===== config.mk =====
export PLATFORM = sky130hd
export DESIGN_NAME = dma_fifo_wr_arbiter
export DESIGN_NICKNAME = d
export VERILOG_FILES = /design/src/rtl/dma_fifo_wr_arbiter.sv
export SDC_FILE = /design/constraint.sdc
export NUM_CORES = 1
export LEC_CHECK = 0
export ABC_CLOCK_PERIOD_IN_PS = 1900
export CORE_MARGIN = 4
export CORE_UTILIZATION = 26
export DETAILED_ROUTE_END_ITERATION = 16
export GPL_ROUTABILITY_DRIVEN = 1
export GPL_TIMING_DRIVEN = 0
export PLACE_DENSITY = 0.78
export SLEW_MARGIN = 10
export SYNTH_ARGS = -nofsm -noshare
export SYNTH_HDL_FRONTEND = slang
export SYNTH_SLANG_ARGS = --single-unit

===== constraint.sdc =====
create_clock -name clk -period 1.9 [get_ports clk]
set_clock_uncertainty 0.15 [all_clocks]
set_input_delay 0.38 -clock clk [delete_from_list [all_inputs] [get_ports clk]]
set_output_delay 0.38 -clock clk [all_outputs]
set_load 0.005 [all_outputs]

===== src/rtl/dma_fifo_wr_arbiter.sv =====
// dma_fifo_wr_arbiter: round-robin burst-locked DMA FIFO write-port arbiter; DMA_ARB_STATS_EN adds beat/stall counters
`ifndef DMA_DATA_WIDTH
`define DMA_DATA_WIDTH 32
`endif
module dma_fifo_wr_arbiter #(
  parameter int NUM_CH = 4,
  parameter int WIDTH  = `DMA_DATA_WIDTH,
  parameter int LEN_W  = 8
) (
  input  logic                    clk,
  input  logic                    rstn,
  input  logic                    clear_i,
  input  logic [NUM_CH-1:0]       req_i,
  input  logic [NUM_CH*LEN_W-1:0] len_i,
  input  logic [NUM_CH-1:0]       valid_i,
  input  logic [NUM_CH*WIDTH-1:0] data_i,
  output logic [NUM_CH-1:0]       gnt_o,
  output logic [NUM_CH-1:0]       ready_o,
  output logic                    busy_o,
  input  logic                    fifo_full_i,
  output logic                    fifo_write_o,
  output logic [WIDTH-1:0]        fifo_data_o
`ifdef DMA_ARB_STATS_EN
  ,
  output logic [NUM_CH*32-1:0]    beat_cnt_o,
  output logic [31:0]             stall_cnt_o
`endif
);
  localparam int SW = $clog2(NUM_CH);
  typedef enum logic {IDLE, BURST} state_t;
  state_t state, state_nx;
  logic [SW-1:0] rr_ptr, sel, pick, k;
  logic [LEN_W-1:0] remaining, len_sel;
  logic found, acc, done;
  // lowest cyclic offset from rr_ptr wins, so scan offsets from high to low
  always_comb begin
    pick = '0;
    k = '0;
    found = |req_i;
    for (int i = NUM_CH - 1; i >= 0; i--) begin
      k = SW'((int'(rr_ptr) + i) % NUM_CH);
      pick = req_i[k] ? k : pick;
    end
    len_sel = len_i[int'(pick)*LEN_W +: LEN_W];
  end
  assign busy_o       = (state == BURST);
  assign ready_o      = gnt_o & {NUM_CH{~fifo_full_i & ~clear_i}};
  assign acc          = busy_o & valid_i[sel] & ready_o[sel];
  assign done         = acc & (remaining == LEN_W'(1));
  assign fifo_write_o = acc;
  assign fifo_data_o  = data_i[int'(sel)*WIDTH +: WIDTH];
  always_comb begin
    state_nx = (state == IDLE) ? (found ? BURST : IDLE) : (done ? IDLE : BURST);
  end
  always_ff @(posedge clk) begin
    if (!rstn || clear_i) begin
      state     <= IDLE;
      gnt_o     <= '0;
      rr_ptr    <= '0;
      sel       <= '0;
      remaining <= '0;
    end else begin
      state <= state_nx;
      if (state == IDLE && found) begin
        sel       <= pick;
        remaining <= (len_sel == '0) ? LEN_W'(1) : len_sel;
        gnt_o     <= NUM_CH'(1) << pick;
      end else if (acc) begin
        remaining <= remaining - LEN_W'(1);
        if (done) begin
          gnt_o  <= '0;
          rr_ptr <= (int'(sel) == NUM_CH - 1) ? '0 : sel + SW'(1);
        end
      end
    end
  end
`ifdef DMA_ARB_STATS_EN
  always_ff @(posedge clk) begin
    if (!rstn || clear_i) begin
      beat_cnt_o  <= '0;
      stall_cnt_o <= '0;
    end else begin
      for (int i = 0; i < NUM_CH; i++)
        if (acc && int'(sel) == i && ~&beat_cnt_o[i*32 +: 32])
          beat_cnt_o[i*32 +: 32] <= beat_cnt_o[i*32 +: 32] + 32'd1;
      if (busy_o && fifo_full_i && ~&stall_cnt_o)
        stall_cnt_o <= stall_cnt_o + 32'd1;
    end
  end
`endif
endmodule


Run 1, cells coloured by class:
(4 px per um) Fill, decap, tap and diode cells in grey.
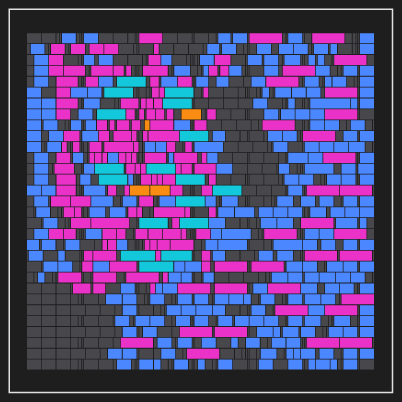
legend:
  cyan:
    class: sequential cells
    cells: 17
    share_of_their_area: 7.2%
  orange:
    class: clock drivers and dummy loads
    cells: 4
    share_of_their_area: 0.93%
  blue:
    class: remaining buffers and delay cells
    cells: 269
    share_of_their_area: 55%
  magenta:
    class: combinational and other logic
    cells: 157
    share_of_their_area: 37%

Run 1, clock routing:
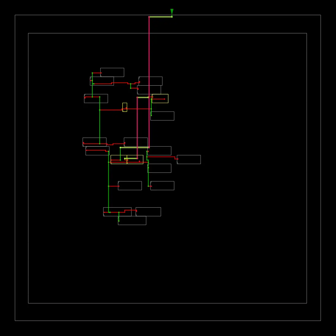
Clock Latency Late Sink: 0.25 ns
clock sink total: 17

Run 1, clock wires, drivers and flops:
(6 px per um)
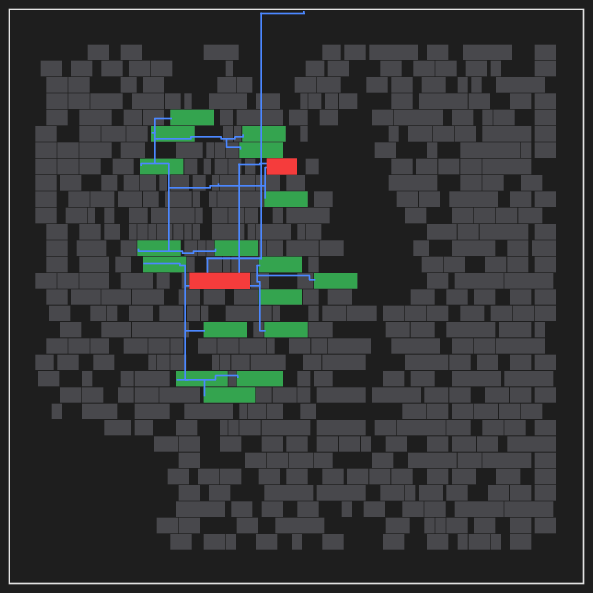
legend:
  green:
    item: flip-flops
    count: 17
  blue:
    item: clock wires
    length: 264 um
  red:
    item: clock drivers
    count: 3
routed clock nets: 4

Run 1, metal 2:
(4 px per um)
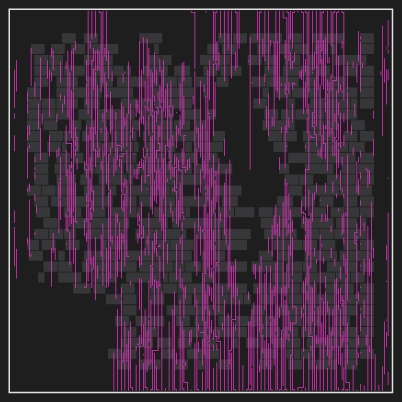
longest straight run: 47.1 um
wire length on this layer: 5730 um
share of all routed wire: 53%
main direction: vertical
nets with wire on the layer: 571

[run 1: synthesized netlist by cell type (2+ instances only)]
cell type	number	share of area
mux2_2	5	0.028
nand4_1	3	0.0094
ha_1	3	0.019
xnor2_1	2	0.0088
inv_1	3	0.0057
nor4_1	3	0.0094
o21ai_0	3	0.0075
dfxtp_1	17	0.17
mux2i_1	18	0.091
mux4_2	32	0.36
clkbuf_1	7	0.013
a32oi_1	2	0.0088
buf_1	3	0.0057
nand3_1	4	0.010
buf_4	2	0.0075
nor2_1	23	0.043
nor3_1	5	0.013
and2_1	4	0.013
nand2_1	10	0.019
buf_6	2	0.011
or2_2	2	0.0063
a211oi_1	5	0.019
buf_2	2	0.0050
xor2_1	2	0.0088
a31oi_1	2	0.0063
a21oi_1	10	0.025
[run 1: power breakdown]
part           internal, mW  switching [mW]  leakage, nW
registers             0.369          0.0201        0.141
clock network         0.149           0.128       0.0228
logic                 0.619           0.282         1.72
total                  1.14           0.430         1.89
[run 1: worst max path at each step]
stage          slack, ns  cells after the start                    from                   endpoint
2_1_floorplan      -0.06                      7  rr_ptr[1]$_SDFFE_PP0P_  remaining[0]$_SDFFE_PP0P_
3_3_place_gp       -0.79                      9                req_i[2]  remaining[0]$_SDFFE_PP0P_
3_5_place_dp       -0.83                      9                req_i[2]  remaining[0]$_SDFFE_PP0P_
4_1_cts            -0.30                      6     sel[0]$_SDFFE_PP0P_            fifo_data_o[23]
5_1_grt            -0.31                      9                req_i[2]  remaining[0]$_SDFFE_PP0P_
6_report           -0.26                      5     sel[0]$_SDFFE_PP0P_            fifo_data_o[17]
[run 1: flip-flops by register name (all words and copies together), names as in the netlist]
register	cells
gnt_o	4
remaining	8
rr_ptr	2
busy_o	1
sel	2
==> results.sh, run 1 <==
# implementation run metrics
export IMPL_outcome="finished with violations"
export IMPL_failed_checks="setup timing"
export IMPL_fp_util=0.271
export IMPL_antenna_found_initial=0
export IMPL_rr_endpoint="remaining[0]$_SDFFE_PP0P_"
export IMPL_worstPathArrival_ns=1.63
export IMPL_drive_gt1_frac=0.380
export IMPL_chipArea_um2=9110
export IMPL_ir_drop_v=0.000285
export IMPL_fp_nets=365
export IMPL_period_minus_slack_ns=2.16
export IMPL_ys_sh_simple=0.157
export IMPL_finalPower_mw=1.57
export IMPL_nNetsFinal=623
export IMPL_r2r_slack_ns=-0.23
export IMPL_nClkBuffers=4
export IMPL_tap_cells=99
export IMPL_warnings=30
export IMPL_clock_area_frac=0.00907
export IMPL_setup_ws_ns=-0.257
export IMPL_final_area_um2=4970
export IMPL_dpl_worst_slack_ns=-0.825
export IMPL_met3_usage=0.0489
export IMPL_ys_chip_area_um2=1990
export IMPL_grt_pass1_vias=2883
export IMPL_wl_per_cell_um=19.7
export IMPL_ff_type="dfxtp_1"
export IMPL_hp_start="gnt_o[2]$_SDFFE_PP0P_"
export IMPL_lay_top_count="clkdlybuf4s50_1"
export IMPL_hold_viol=0
export IMPL_routabilityCongestion=0.865
export IMPL_wl_met3_um=1090
export IMPL_cp_start_kind="register"
export IMPL_min_to="gnt_o[2]$_SDFFE_PP0P_"
export IMPL_dp_cells=502
export IMPL_drcViolationCount=0
export IMPL_busiest_layer="met2"
export IMPL_design_core_area_um2=7330
export IMPL_async_flop_share=0
export IMPL_synth_cellmix_compoundShare=0.104
export IMPL_synthAdderAreaFrac=0.0189
export IMPL_dominant_cells="non-clock buffers"
export IMPL_setup_worst_path_end_class="output pin"
export IMPL_final_setup_viol_count=48
export IMPL_io_buffers=213
export IMPL_fillers=552
export IMPL_grt_pass1_wl_um=15100
export IMPL_min_path_cells=2
export IMPL_via_per_inst=5.00
export IMPL_tns_ns=-8.33
export IMPL_grt_use_total=0.218
export IMPL_final_seq_area_um2=349
export IMPL_num_nonclk_inverters=4
export IMPL_place_area_um2=4260
export IMPL_ys_cells=190
export IMPL_wl_um=10700
export IMPL_layoutNonFillerInstCount=546
export IMPL_use_met1=0.221
export IMPL_clkSlewWorstSetupHoldPaths_ns=0.07
export IMPL_path_cells="buf_6 -> buf_6 -> buf_12 -> mux4_2 -> buf_6"
export IMPL_rows=31
export IMPL_logic_gates=153
export IMPL_grt_overflow_total=0
export IMPL_sh_comb_area=0.358
export IMPL_firstDrtPassIters=4
export IMPL_wl_met2_um=5730
export IMPL_htreeDepth=1
export IMPL_critPathKind="reg -> out"
export IMPL_synthTopLogicFamily="multiplexers"
export IMPL_p_leak_nw=1.89
export IMPL_cp_num_buf_inv=4
export IMPL_final_util=0.678
export IMPL_crit_slowest_cell="mux4_2"
export IMPL_dieWidth_um=95.4
export IMPL_dp_final_hpwl_um=8290
export IMPL_maxSlewViolCount=0
export IMPL_ys_sh_mux=0.481
export IMPL_hp_class="reg -> reg"
export IMPL_nNonClkBuffers=269
export IMPL_met1_length_um=3600
export IMPL_cts_resized=233
export IMPL_diodes=0
export IMPL_synth_edff_count=0
export IMPL_synthToLayoutAreaGrowth_pct=150
export IMPL_synth_warnings=0
export IMPL_vias=2731
## Run 2: what changed since run 1
- ABC_CLOCK_PERIOD_IN_PS: 1900 -> 2300
- CORE_UTILIZATION: 26 -> 29
- PLACE_DENSITY: 0.78 -> 0.83
- SKIP_CTS_REPAIR_TIMING: default -> 1
- clock period: 1.9 -> 2.3 ns (I/O delays scaled with it)
Run 2, metal 2:
(4 px per um)
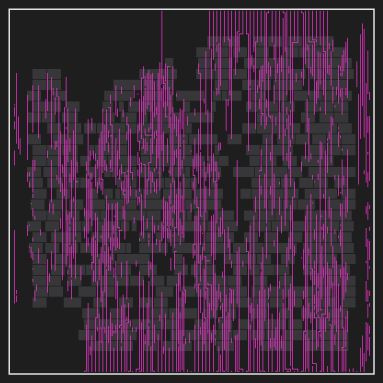
total number of vias: 2612
met2 usage: 0.437

==> results.sh, run 2 <==
# implementation run metrics
export IMPL_htreeDepth=1
export IMPL_max_clock_path_buffers=2
export IMPL_min_path_cells=2
export IMPL_finalPower_mw=1.22
export IMPL_ir_drop_v=0.000181
export IMPL_synth_largest_area_cell="mux4_2"
export IMPL_r2r_slack_ns=0.13
export IMPL_p_int_mw=0.904
export IMPL_switching_share=0.258
export IMPL_fp_nets=365
export IMPL_power_share_combinational=0.553
export IMPL_worstPathArrival_ns=1.89
export IMPL_failed_checks="setup timing"
export IMPL_setup_worst_path_end_class="output pin"
export IMPL_worst_pin_slew_ns=0.436
export IMPL_use_met1=0.249
export IMPL_pg_comb_mw=0.673
export IMPL_fin_crit_sh=1.09
export IMPL_regMostFlops="remaining"
export IMPL_ys_cells=190
export IMPL_relSlewSlack=0.710
export IMPL_grt_max_degree=11
export IMPL_synth_edff_count=0
export IMPL_ff_type="dfxtp_1"
export IMPL_wl_um=9960
export IMPL_r2r_start="sel[0]$_SDFFE_PP0P_"
export IMPL_top_cells_by_count="mux4_2, nor2_1, mux2i_1"
export IMPL_reg_top3="remaining (8), gnt_o (4)"
export IMPL_clkLatencyLatePin_ns=0.25
export IMPL_synth_warnings=0
export IMPL_grt_pass1_wl_um=14900
export IMPL_topCellsByArea="mux4_2, dfxtp_1, mux2i_1, nor2_1, mux2_2"
export IMPL_layoutNonFillerInstCount=500
export IMPL_synth_distinct_cells=42
export IMPL_design_core_area_um2=6490
export IMPL_crit_slowest_cell="mux4_2"
export IMPL_hp_class="reg -> reg"
export IMPL_io_buffers=213
export IMPL_netlist_instances=190
export IMPL_busiest_layer="met2"
export IMPL_cts_sinks=17
export IMPL_met3_usage=0.0600
export IMPL_chipArea_um2=8240
export IMPL_min_to="gnt_o[2]$_SDFFE_PP0P_"
export IMPL_path_cells="buf_6 -> buf_8 -> mux4_2 -> clkdlybuf4s50_1"
export IMPL_largest_reg_flops=8
export IMPL_grt_pass1_vias=2759
export IMPL_setup_ws_ns=-0.204
export IMPL_reg2reg_depth=11
export IMPL_synthesis_area_um2=1990
export IMPL_grt_overflow_total=0
export IMPL_fmax_ghz=0.399
export IMPL_pin_count=214
export IMPL_fp_util=0.306
export IMPL_p_seq_mw=0.322
export IMPL_power_switching_mw=0.314
export IMPL_outcome="finished with violations"
export IMPL_ys_sh_xor=0.0176
export IMPL_cp_required_ns=1.69
export IMPL_ant_nets=0
export IMPL_rsz0062_at_grt="yes"
export IMPL_cp_num_buf_inv=3
export IMPL_top_area_frac=0.362
export IMPL_synthAdderAreaFrac=0.0189
export IMPL_seqPwrFrac=0.265
export IMPL_synth_seq_share=0.171
export IMPL_lay_top_count="clkdlybuf4s50_1"
export IMPL_pg_clk_mw=0.222
export IMPL_cp_max_fo=10
export IMPL_synth_top_cell_by_count="mux4_2"
export IMPL_routabilityCongestion=0.848
export IMPL_ys_chip_area_um2=1990
export IMPL_synth_cellmix_compoundShare=0.104
export IMPL_hold_slack_ns=0.360
export IMPL_dieWidth_um=90.8
export IMPL_dp_cells=480
export IMPL_critPathMaxStageDelay_ns=0.51
export IMPL_period_minus_slack_ns=2.50
export IMPL_wl_per_cell_um=19.9
export IMPL_rows=29
export IMPL_clkSlewWorstSetupHoldPaths_ns=0.06
export IMPL_dp_final_hpwl_um=8310
export IMPL_diodes=0
export IMPL_ys_sh_simple=0.157
export IMPL_drcViolationCount=0
export IMPL_ys_flops=17
export IMPL_antenna_found_initial=0
export IMPL_synthToLayoutAreaGrowth_pct=130
export IMPL_p_clk_frac=0.182
export IMPL_drt_iter0_drc=66
export IMPL_final_setup_viol_count=17
export IMPL_maxSlewViolCount=0
export IMPL_p_leak_nw=1.88
export IMPL_syn_avg_cell_area_um2=10.5
export IMPL_drive_gt1_frac=0.208
export IMPL_nNetsFinal=599
export IMPL_via_per_inst=5.22
export IMPL_grt_use_total=0.228
export IMPL_warnings=28
export IMPL_numCtsBuffers=3
export IMPL_critPathKind="reg -> out"
export IMPL_final_cell_mix="clkdlybuf4s50_1, mux4_2, dlymetal6s2s_1"
export IMPL_synthTopLogicFamily="multiplexers"
export IMPL_cp_start_kind="register"
export IMPL_async_flop_share=0
export IMPL_firstDrtPassIters=4
export IMPL_hold_viol=0
export IMPL_cts_root_buf="clkbuf_8"
export IMPL_ys_sh_mux=0.481
export IMPL_fillers=494
export IMPL_power_top_group="combinational cells"
export IMPL_cts_tree="done"
export IMPL_hp_start="gnt_o[2]$_SDFFE_PP0P_"
export IMPL_maxCapViolations=0
export IMPL_path_delay_family="buffers and inverters"
export IMPL_dieHeight_um=90.8
export IMPL_rr_endpoint="remaining[7]$_SDFFE_PP0P_"
export IMPL_p_per_area_nw_per_um2=267
Run 2, I/O pins on the die edge:
(3 px per um) Pins as bars across the die edge, other pins in grey.
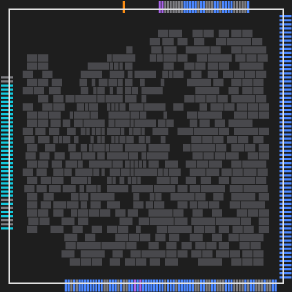
legend:
  blue:
    port: data_i
    pins: 128
    direction: input
    edge: 65 right, 49 bottom, 14 top
  orange:
    port: fifo_write_o
    pins: 1
    direction: output
    edge: top
  purple:
    port: gnt_o
    pins: 4
    direction: output
    edge: 2 top, 2 bottom
  cyan:
    port: len_i
    pins: 32
    direction: input
    edge: left
all pins by edge: 77 bottom, 65 right, 38 left, 34 top

run 2: per-layer routing:
| layer | wire, um | share of wire | vias up |
|---|---|---|---|
| met3 | 815 | 0.082 | 16 |
| met5 | 0 | 0 | - |
| met1 | 3570 | 0.36 | 1234 |
| li1 | - | - | 1222 |
| met4 | 194 | 0.019 | 0 |
| met2 | 5390 | 0.54 | 140 |
run 2: final cells by class:
class,instances,area (um2),share of cell area
repair buffers,229,2310,0.507
plain buffers,16,146,0.0321
clock buffers,4,45.0,0.00987
multi-input cells,153,1600,0.351
inverters,4,17.5,0.00384
flip-flops and latches,17,343,0.0751
well taps,77,96.3,0.0211
run 2: logic make-up (layout without fill, tap and decap cells):
logic type | after synthesis | count (layout)
adders and majority gates | 3 | 3
DFF | 17 | 17
buffers and inverters | 20 | 253
xor gates and xnor gates | 4 | 4
muxes | 55 | 55
AOI/OAI and AO/OA | 29 | 29
and+or+nand+nor | 62 | 62
run 2: how the worst max path moves through the flow:
stage	start	to	slack (ns)	depth (start not counted)
finish	sel[0]$_SDFFE_PP0P_	fifo_data_o[13]	-0.20	4
global route	sel[0]$_SDFFE_PP0P_	fifo_data_o[15]	-0.27	4
CTS	sel[0]$_SDFFE_PP0P_	fifo_data_o[23]	-0.81	4
detailed placement	clear_i	fifo_write_o	-0.54	5
global placement	sel[0]$_SDFFE_PP0P_	fifo_data_o[23]	-0.54	4
floorplan	sel[0]$_SDFFE_PP0P_	fifo_data_o[20]	0.13	3
run 2: stage by stage:
stage	cell area (um2)	util	setup WS, ns	setup TNS, ns
floorplan	1990	-	0.129	0
global placement	4220	0.649	-0.543	-17.02
detailed placement	4220	0.649	-0.544	-18.60
CTS	4260	0.656	-0.811	-22.61
global route	4560	0.703	-0.269	-4.38
finish	4560	0.703	-0.204	-2.91
No activity file was given, so power comes from the tool's default toggle rates.
